`src/rtl/rv32m_div_unit_pkg.sv`:
```
// Shared encodings and constants for the RV32M divide unit.
package rv32m_div_unit_pkg;

    typedef enum logic [1:0] {
        OP_DIV  = 2'b00,
        OP_DIVU = 2'b01,
        OP_REM  = 2'b10,
        OP_REMU = 2'b11
    } op_e;

    typedef enum logic [1:0] {
        S_IDLE = 2'd0,
        S_CALC = 2'd1,
        S_DONE = 2'd2
    } state_e;

    localparam logic [31:0] DIV_BY_ZERO_Q = 32'hFFFF_FFFF;
    localparam logic [31:0] SIGNED_MIN    = 32'h8000_0000;

endpackage

```
`src/rtl/rv32m_div_unit_step.sv`:
```
// One restoring-division step: shift {R,Q} left, subtract divisor if it fits.
module div_restoring_step #(
    parameter int WIDTH = 32
) (
    input  logic [WIDTH-1:0] r_i,
    input  logic [WIDTH-1:0] q_i,
    input  logic [WIDTH-1:0] d_i,
    output logic [WIDTH-1:0] r_o,
    output logic [WIDTH-1:0] q_o
);

    logic [WIDTH:0] shifted;
    logic [WIDTH:0] trial;

    always_comb begin
        shifted = {r_i, q_i[WIDTH-1]};
        trial   = shifted - {1'b0, d_i};
        if (!trial[WIDTH]) begin
            r_o = trial[WIDTH-1:0];
            q_o = {q_i[WIDTH-2:0], 1'b1};
        end else begin
            r_o = shifted[WIDTH-1:0];
            q_o = {q_i[WIDTH-2:0], 1'b0};
        end
    end

endmodule

```
`src/rtl/rv32m_div_unit.sv`:
```
// Multi-cycle RV32M DIV/DIVU/REM/REMU unit: sign handling, special cases and FSM
// around a one-bit-per-cycle restoring divider.
module rv32m_div_unit
    import rv32m_div_unit_pkg::*;
#(
    parameter int WIDTH     = 32,
    parameter int TAG_WIDTH = 5
) (
    input  logic                 clk_i,
    input  logic                 rst_i,
    input  logic                 start_i,
    input  logic [1:0]           op_i,
    input  logic [WIDTH-1:0]     dividend_i,
    input  logic [WIDTH-1:0]     divisor_i,
    input  logic [TAG_WIDTH-1:0] rd_in_i,
    input  logic                 flush_i,
    output logic                 busy_o,
    output logic                 valid_o,
    output logic [WIDTH-1:0]     result_o,
    output logic [TAG_WIDTH-1:0] rd_out_o
);

    localparam int CNT_W = $clog2(WIDTH);
    localparam logic [WIDTH-1:0] MIN_V  = {1'b1, {(WIDTH-1){1'b0}}};
    localparam logic [WIDTH-1:0] ONES_V = {WIDTH{1'b1}};

    state_e                 state_q, state_d;
    logic [CNT_W-1:0]       cnt_q, cnt_d;
    logic [WIDTH-1:0]       r_q, r_d, q_q, q_d, b_q, b_d;
    logic [1:0]             op_q, op_d;
    logic [TAG_WIDTH-1:0]   rd_q, rd_d, rd_out_q, rd_out_d;
    logic                   qneg_q, qneg_d, rneg_q, rneg_d;
    logic [WIDTH-1:0]       result_q, result_d;

    logic [WIDTH-1:0]       step_r, step_q;
    logic                   sgn, a_neg, b_neg, div_zero, ovf;
    logic [WIDTH-1:0]       a_abs, b_abs, quo_fix, rem_fix;

    div_restoring_step #(.WIDTH(WIDTH)) u_step (
        .r_i (r_q),
        .q_i (q_q),
        .d_i (b_q),
        .r_o (step_r),
        .q_o (step_q)
    );

    always_comb begin
        sgn      = ~op_i[0];
        a_neg    = sgn & dividend_i[WIDTH-1];
        b_neg    = sgn & divisor_i[WIDTH-1];
        a_abs    = a_neg ? -dividend_i : dividend_i;
        b_abs    = b_neg ? -divisor_i : divisor_i;
        div_zero = (divisor_i == '0);
        ovf      = sgn && (dividend_i == MIN_V) && (divisor_i == ONES_V);
        quo_fix  = qneg_q ? -step_q : step_q;
        rem_fix  = rneg_q ? -step_r : step_r;
    end

    always_comb begin
        state_d  = state_q;
        cnt_d    = cnt_q;
        r_d      = r_q;
        q_d      = q_q;
        b_d      = b_q;
        op_d     = op_q;
        rd_d     = rd_q;
        qneg_d   = qneg_q;
        rneg_d   = rneg_q;
        result_d = result_q;
        rd_out_d = rd_out_q;
        unique case (state_q)
            S_IDLE: begin
                if (start_i) begin
                    op_d   = op_i;
                    rd_d   = rd_in_i;
                    qneg_d = sgn & (dividend_i[WIDTH-1] ^ divisor_i[WIDTH-1]);
                    rneg_d = a_neg;
                    r_d    = '0;
                    q_d    = a_abs;
                    b_d    = b_abs;
                    cnt_d  = CNT_W'(WIDTH-1);
                    if (div_zero) begin
                        // Remainder of x/0 is the raw dividend, not its magnitude.
                        result_d = op_i[1] ? dividend_i : ONES_V;
                        rd_out_d = rd_in_i;
                        state_d  = S_DONE;
                    end else if (ovf) begin
                        result_d = op_i[1] ? '0 : MIN_V;
                        rd_out_d = rd_in_i;
                        state_d  = S_DONE;
                    end else begin
                        state_d  = S_CALC;
                    end
                end
            end
            S_CALC: begin
                r_d   = step_r;
                q_d   = step_q;
                cnt_d = cnt_q - 1'b1;
                if (cnt_q == '0) begin
                    result_d = op_q[1] ? rem_fix : quo_fix;
                    rd_out_d = rd_q;
                    state_d  = S_DONE;
                end
            end
            S_DONE:  state_d = S_IDLE;
            default: state_d = S_IDLE;
        endcase
        // Kill wins over accept and completion; the visible result is left intact.
        if (flush_i) begin
            state_d  = S_IDLE;
            result_d = result_q;
            rd_out_d = rd_out_q;
        end
    end

    always_ff @(posedge clk_i or posedge rst_i) begin
        if (rst_i) begin
            state_q  <= S_IDLE;
            cnt_q    <= '0;
            r_q      <= '0;
            q_q      <= '0;
            b_q      <= '0;
            op_q     <= '0;
            rd_q     <= '0;
            qneg_q   <= 1'b0;
            rneg_q   <= 1'b0;
            result_q <= '0;
            rd_out_q <= '0;
        end else begin
            state_q  <= state_d;
            cnt_q    <= cnt_d;
            r_q      <= r_d;
            q_q      <= q_d;
            b_q      <= b_d;
            op_q     <= op_d;
            rd_q     <= rd_d;
            qneg_q   <= qneg_d;
            rneg_q   <= rneg_d;
            result_q <= result_d;
            rd_out_q <= rd_out_d;
        end
    end

    assign busy_o   = (state_q != S_IDLE);
    assign valid_o  = (state_q == S_DONE);
    assign result_o = result_q;
    assign rd_out_o = rd_out_q;

endmodule

```
`config.mk`:
```
export PLATFORM = sky130hd
export DESIGN_NAME = rv32m_div_unit
export DESIGN_NICKNAME = d
export VERILOG_FILES = /design/src/rtl/rv32m_div_unit_pkg.sv /design/src/rtl/rv32m_div_unit_step.sv /design/src/rtl/rv32m_div_unit.sv
export SDC_FILE = /design/constraint.sdc
export NUM_CORES = 1
export LEC_CHECK = 0
export ABC_AREA = 0
export CELL_PAD_IN_SITES_DETAIL_PLACEMENT = 0
export CELL_PAD_IN_SITES_GLOBAL_PLACEMENT = 2
export CORE_UTILIZATION = 38
export DETAILED_ROUTE_END_ITERATION = 7
export PLACE_DENSITY_LB_ADDON = 0.3
export SYNTH_ARGS = -nofsm -noshare
export SYNTH_HDL_FRONTEND = slang
export SYNTH_SLANG_ARGS = --single-unit
```
`constraint.sdc`:
```
create_clock -name clk_i -period 10.4 [get_ports clk_i]
set_clock_uncertainty 0.15 [all_clocks]
set_input_delay 2.08 -clock clk_i [delete_from_list [all_inputs] [get_ports clk_i]]
set_output_delay 2.08 -clock clk_i [all_outputs]
set_load 0.01 [all_outputs]
```
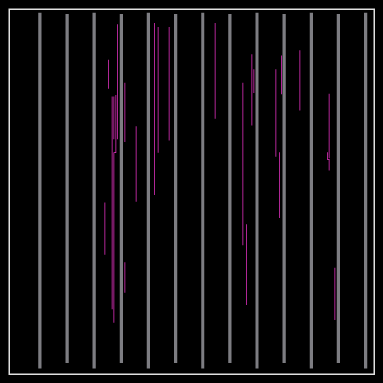
**Above:** run 1 (M4 wires).
Drawn at 2 px/um. Supply wires on this layer in gray.
nets with wire on the layer: 20
share of all routed wire: 2.4%
longest straight run: 106 um
wire length on this layer: 1030 um
main direction: vertical

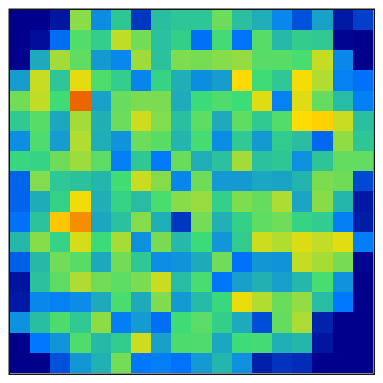
**Above:** run 1 (placement density heat map).
Drawn at 2 px/um. The die is cut into 18 by 18 equal tiles; dark blue is low, red is high, 0 to 100% covered.
fullest tile: 89%
nearly empty tiles: 6.2%
emptiest ninth of the die: bottom right
mean over tiles: 42%
tiles over 75% full: 1.5%
fraction of the core area covered by cells at the end of the flow: 0.4534
area inside the core boundary: 31640 um^2
initial core utilization: 0.3881

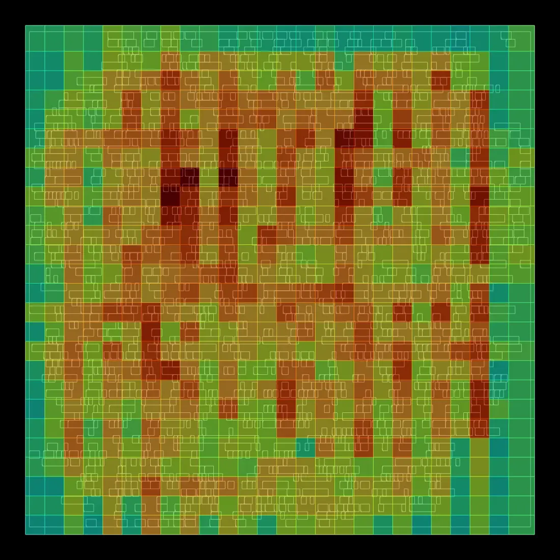
**Above:** run 1 (congestion heat map).
GR Util met3: 0.03530
wire per inst: 21.41 um
M2 GR Usage: 0.4318

run 1: flip-flops by register name (all words and copies together) (netlist names):
register and cells:
op_q 1, qneg_q 1, cnt_q 5, rd_q 5
q_q 32, r_q 32, state_q 2, b_q 32
rneg_q 1, rd_out_o 5, result_o 32
run 1: where the power goes:
group | switching (uW) | total (uW) | internal [uW] | leakage, uW
combinational | 1530 | 2520 | 990 | 0.00348
clock | 281 | 733 | 452 | 0.000316
sequential | 235 | 993 | 758 | 0.00182
run 1: per-stage QoR:
step	total power (uW)	utilization	setup slack (ns)	hold WS, ns
floorplan	2712	-	4.190	0.2955
global placement	3479	0.4320	3.192	0.3074
detailed placement	3497	0.4320	3.140	0.3123
CTS	4242	0.4534	3.578	0.3290
global route	4560	0.4534	3.270	0.3459
finish	4243	0.4534	3.521	0.3272
==> notes.md, run 1 <==
The number of antenna violations at the first check in global routing is 0. The wire length recorded after detailed routing is 43.85 mm. The highest routing layer actually used was met4. The tools report the critical hold path startpoint as rd_q[0]. The logic share of the area came out at 0.5528. The tools report the startpoint class of the critical path as an input pin. The post-CTS setup-driven buffer insertion count was 0; the area share of xor/xnor cells in the synthesized design was 0.09713. After synthesis the netlist holds a flip-flop and latch count of 148. Overall die area: 33030 um^2. The number of hold violations in the final report was 0; the HPWL reported at the end of detailed placement was 31.93 mm.

The top flip-flop cell by instance count after synthesis is dfrtp_1. By area the synthesized netlist is led by dfrtp_1 (30%), o21ai_0 (6.6%), xnor2_1 (5.9%), nand2_1 (5.8%), a21oi_1 (5.0%). The final layout report lists a clock buffer count of 17. According to the timing report, the critical path is captured at result_o[25]. The logs give 7.11 ns for the arrival time reported for the critical path endpoint and 148 for the clock sink total. The share of post-route cells with drive strength above 1 was 0.04921. Sequential cells placed in the final layout were counted as 148. The run gives 0.2391 mV as the maximum vdd ir drop. The classification of the worst-slack hold path is flip-flop to flip-flop. The insertion delay of the later-clocked pin in the worst-skew pair was 0.45 ns; the proportion of synthesized chip area in sequential cells was 0.3017.

After detailed placement, the design holds a cell count of 2016. The required time of the critical path was 10.63 ns; the number of nets at floorplan was 1699. With the aoi/oai-family share of the synthesized area at 0.2697, the number of placement rows is 65. Number of setup violations in the final report: 0. Setup repair after global routing left no endpoint under its margin. The post-synth count of flops with an enable pin is 0. Across the whole layout, storage elements account for 3704 um^2.

A synthesized cell averages 7.750 um^2. Sorting the synthesized cells by how often they occur yields nand2_1 (191), o21ai_0 (163), dfrtp_1 (148). In the routed layout, each cell is associated on average with a via count of 6.018.

For reference, the critical path is launched at divisor_i[6]. According to the tapcell log, the count of inserted taps is 402. The STA report counts the stages on the worst setup path as 14. The tools report the number of instances in the synthesized netlist as 1584. The layout overhead on the synthesized area was 16.85%. The library cells used most frequently in the layout, excluding fill and tap cells, are nand2_1 (190), o21ai_0 (163), dfrtp_1 (148), nor2_1 (122), a21oi_1 (122). The peak clock frequency supported by timing was 0.1454 GHz; the final RePlAce weighted congestion was 0.8923. 1269 cells are multi-input combinational gates. The endpoint of the worst hold path was rd_q[0].

For the area used by multi-input combinational logic, the log shows 7930 um^2. The slowest stage of the critical path belongs to the cell or4_4. Measured in cells, the most critical reg-to-reg path has a length of 21. The script computed a power per unit cell area of 295.8 nW/um^2. The run gives 0 for the max-cap check violation count. dfrtp_1 takes more of the synthesized area than any other cell. The run finished with clean final reports. Once placement finished, the instance area stood at 13670 um^2. The depth of the CTS H-tree came out at 4. The stage logs contain a warning count of 28.

For the worst reg-to-reg path, the endpoint reported by OpenROAD is result_o[30]. The cell family contributing the most delay on the critical path is simple AND/OR/NAND/NOR gates. The tools report the count of instances resized after the clock tree is built as 0. The number of buffer cells added on primary ports is 113. 114 I/O pins were placed. The clock network area share came out at 0.04736.
**Run 1: clock network drawn from the DEF**

Drawn at 2 px/um.
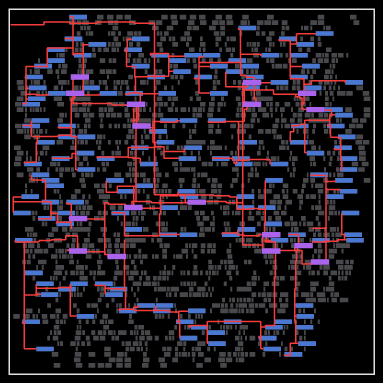

==> run 2: changes to the inputs <==
- CORE_UTILIZATION: 38 -> 31
- clock period: 10.4 -> 5.77 ns (I/O delays scaled with it)
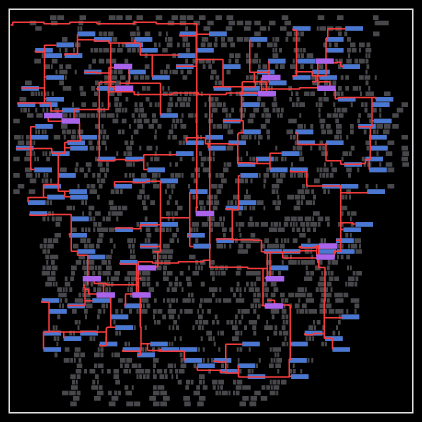
**Above:** run 2 (clock network drawn from the DEF).
Drawn at 2 px/um.
legend:
  clock wires:
    color: red
    length: 2610 um
  cells driving clock nets:
    color: purple
    count: 17
  flip-flops:
    color: blue
    count: 148
routed clock nets: 18
flops lie: widely spread

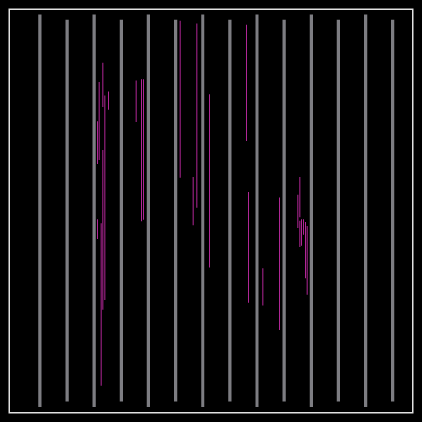
**Above:** run 2 (M4 wires).
Drawn at 2 px/um. Supply wires on this layer in gray.
nets with wire on the layer: 24
longest straight run: 102 um
main direction: vertical
share of all routed wire: 2.4%
wire length on this layer: 1130 um
Post-Route WL: 47.02 mm
vias after detailed routing: 12.38k

==> notes.md, run 2 <==
The flow ran to the end, and the final reports show no timing, DRC or antenna violations. For the number of setup violations in the final report, the log shows 0 (unchanged). The tools report the capturing element of the worst setup path as result_o[30].

For the starting density of the core, the log shows 0.3162 (-0.07187). The run gives 0.3743 (-0.07917) for the post-route core utilization. Setup repair after global routing left no endpoint under its margin. The tools report the reported clock group power as 1130 uW (+54%). The peak clock frequency supported by timing was 0.1798 GHz.

The largest fanout on the critical path works out to 6. The insertion delay of the later-clocked pin in the worst-skew pair is 0.45 ns (about the same), and the power density over the cells is 524.6 nW/um^2 (+77%). The arrival time reported for the critical path endpoint is 5.76 ns (-1.35 ns), and the clock sink total is 148 (unchanged).

The timing report shows that the slowest cell on the worst path is or4_1. The number of nets at floorplan was 1699 (unchanged). The tools report the HPWL reported at the end of detailed placement as 34.99 mm (+9.6%). The global-route track usage on met2 was 0.3809 (-0.05098). The run gives 3804 uW (+86%) as the net switching component of the power. Cell type with the largest total area: dfrtp_1. In the hold report, the worst path ends at rd_q[2]. The switching power as a share of total power is 0.4990 (+0.01759). Grouping stages by cell kind, the critical path spends the most delay in AND-OR/OR-AND gates. Highest routing layer actually used: met4.

In the power breakdown, the biggest contributor is combinational cells. The total number of cells along the worst setup path is 21 (+7). With the number of enable-type register cells in the synthesized netlist at 0 (unchanged), the worst hold path depth is 2. Post-synth the commonest register cell is dfrtp_1. The run gives 0 (unchanged) for the max-cap check violation count. Worst reg2reg path depth: 21 (unchanged). The number of antenna violations at the first check in global routing came out at 0 (unchanged).

The total placed instance area was 13950 um^2 (+2.1%). For the placed instance count, the log shows 2149 (+6.6%). The critical hold path startpoint was rd_q[2]. With the count of instances resized after the clock tree is built at 0 (unchanged), the overall die area is 40400 um^2 (+22%). The main area contributors are dfrtp_1 (30%), o21ai_0 (6.6%), xnor2_1 (5.9%), nand2_1 (5.8%), a21oi_1 (5.0%). The number of placement rows was 72 (+11%); the average via count per standard cell was 5.675 (-5.7%). STA lists the endpoint of the worst register-to-register path as result_o[30].

The logs give 0.3017 (unchanged) for the proportion of synthesized chip area in sequential cells and 38830 um^2 (+23%) for the area of the core region. For the part of the total power dissipated in the clock network, the log shows 0.148 (-0.025). Tracing the worst setup path back leads to its startpoint at q_q[31].

The tools report the depth of the CTS H-tree as 4 (unchanged). The number of instances in the synthesized netlist is 1584 (unchanged). Adding up every negative setup slack in the final design gives 0 ns. The layout overhead on the synthesized area works out to 18.36%. The reported sequential group power is 1790 uW (+80%). Counting both buffers and inverters, the worst setup path holds a total of 4.

For reference, the top cells by count after synthesis are nand2_1 (191), o21ai_0 (163), dfrtp_1 (148). The overall power was 7623 uW (+80%); the number of top-level pins was 114 (unchanged). The worst setup slack after layout is 0.2084 ns (-3.312 ns), and the final RePlAce weighted congestion is 0.8699 (-2.5%). Leaving out fill and tap cells, the most frequent cells in the layout are nand2_1 (190), o21ai_0 (163), dfrtp_1 (148), a21oi_1 (122), nor2_1 (121). The number of buffer cells added on primary ports was 113 (unchanged); the post-placement setup slack was 0.2159 ns (-2.924 ns). With the reported combinational group power at 4710 uW (+87%), the count of state elements after synthesis is 148 (unchanged). Met3 layer usage reported by global route: 0.03604 (+0.0007401). The logs give 3819 uW (+74%) for the internal power and 0 (unchanged) for the post-CTS setup-driven buffer insertion count.
run 2: cell counts after synthesis:
No cell type changed its count.
run 2: kinds of logic (layout without fill, tap and decap cells):
group	count (synthesis)	count (layout)	synth area share
AND-OR/OR-AND	529	529	0.2697
XOR/XNOR	134	134	0.09713
adder cells (fa/ha/maj)	40	40	0.04138
buffers and inverters	167	246	0.05351
flip-flops	148	148	0.3017
multiplexers	33	33	0.02721
AND/OR/NAND/NOR	533	533	0.2094
run 2: final cells by class:
class | count | area [um^2]
fill | 4080 | 24300
multi-input combinational | 1269 | 7944
sequential | 148 | 3704
timing repair buffer | 147 | 1399
tap | 518 | 648.1
clock buffer | 19 | 442.9
inverter | 67 | 270.3
clock inverter | 13 | 123.9
No activity file was given, so power comes from the tool's default toggle rates.
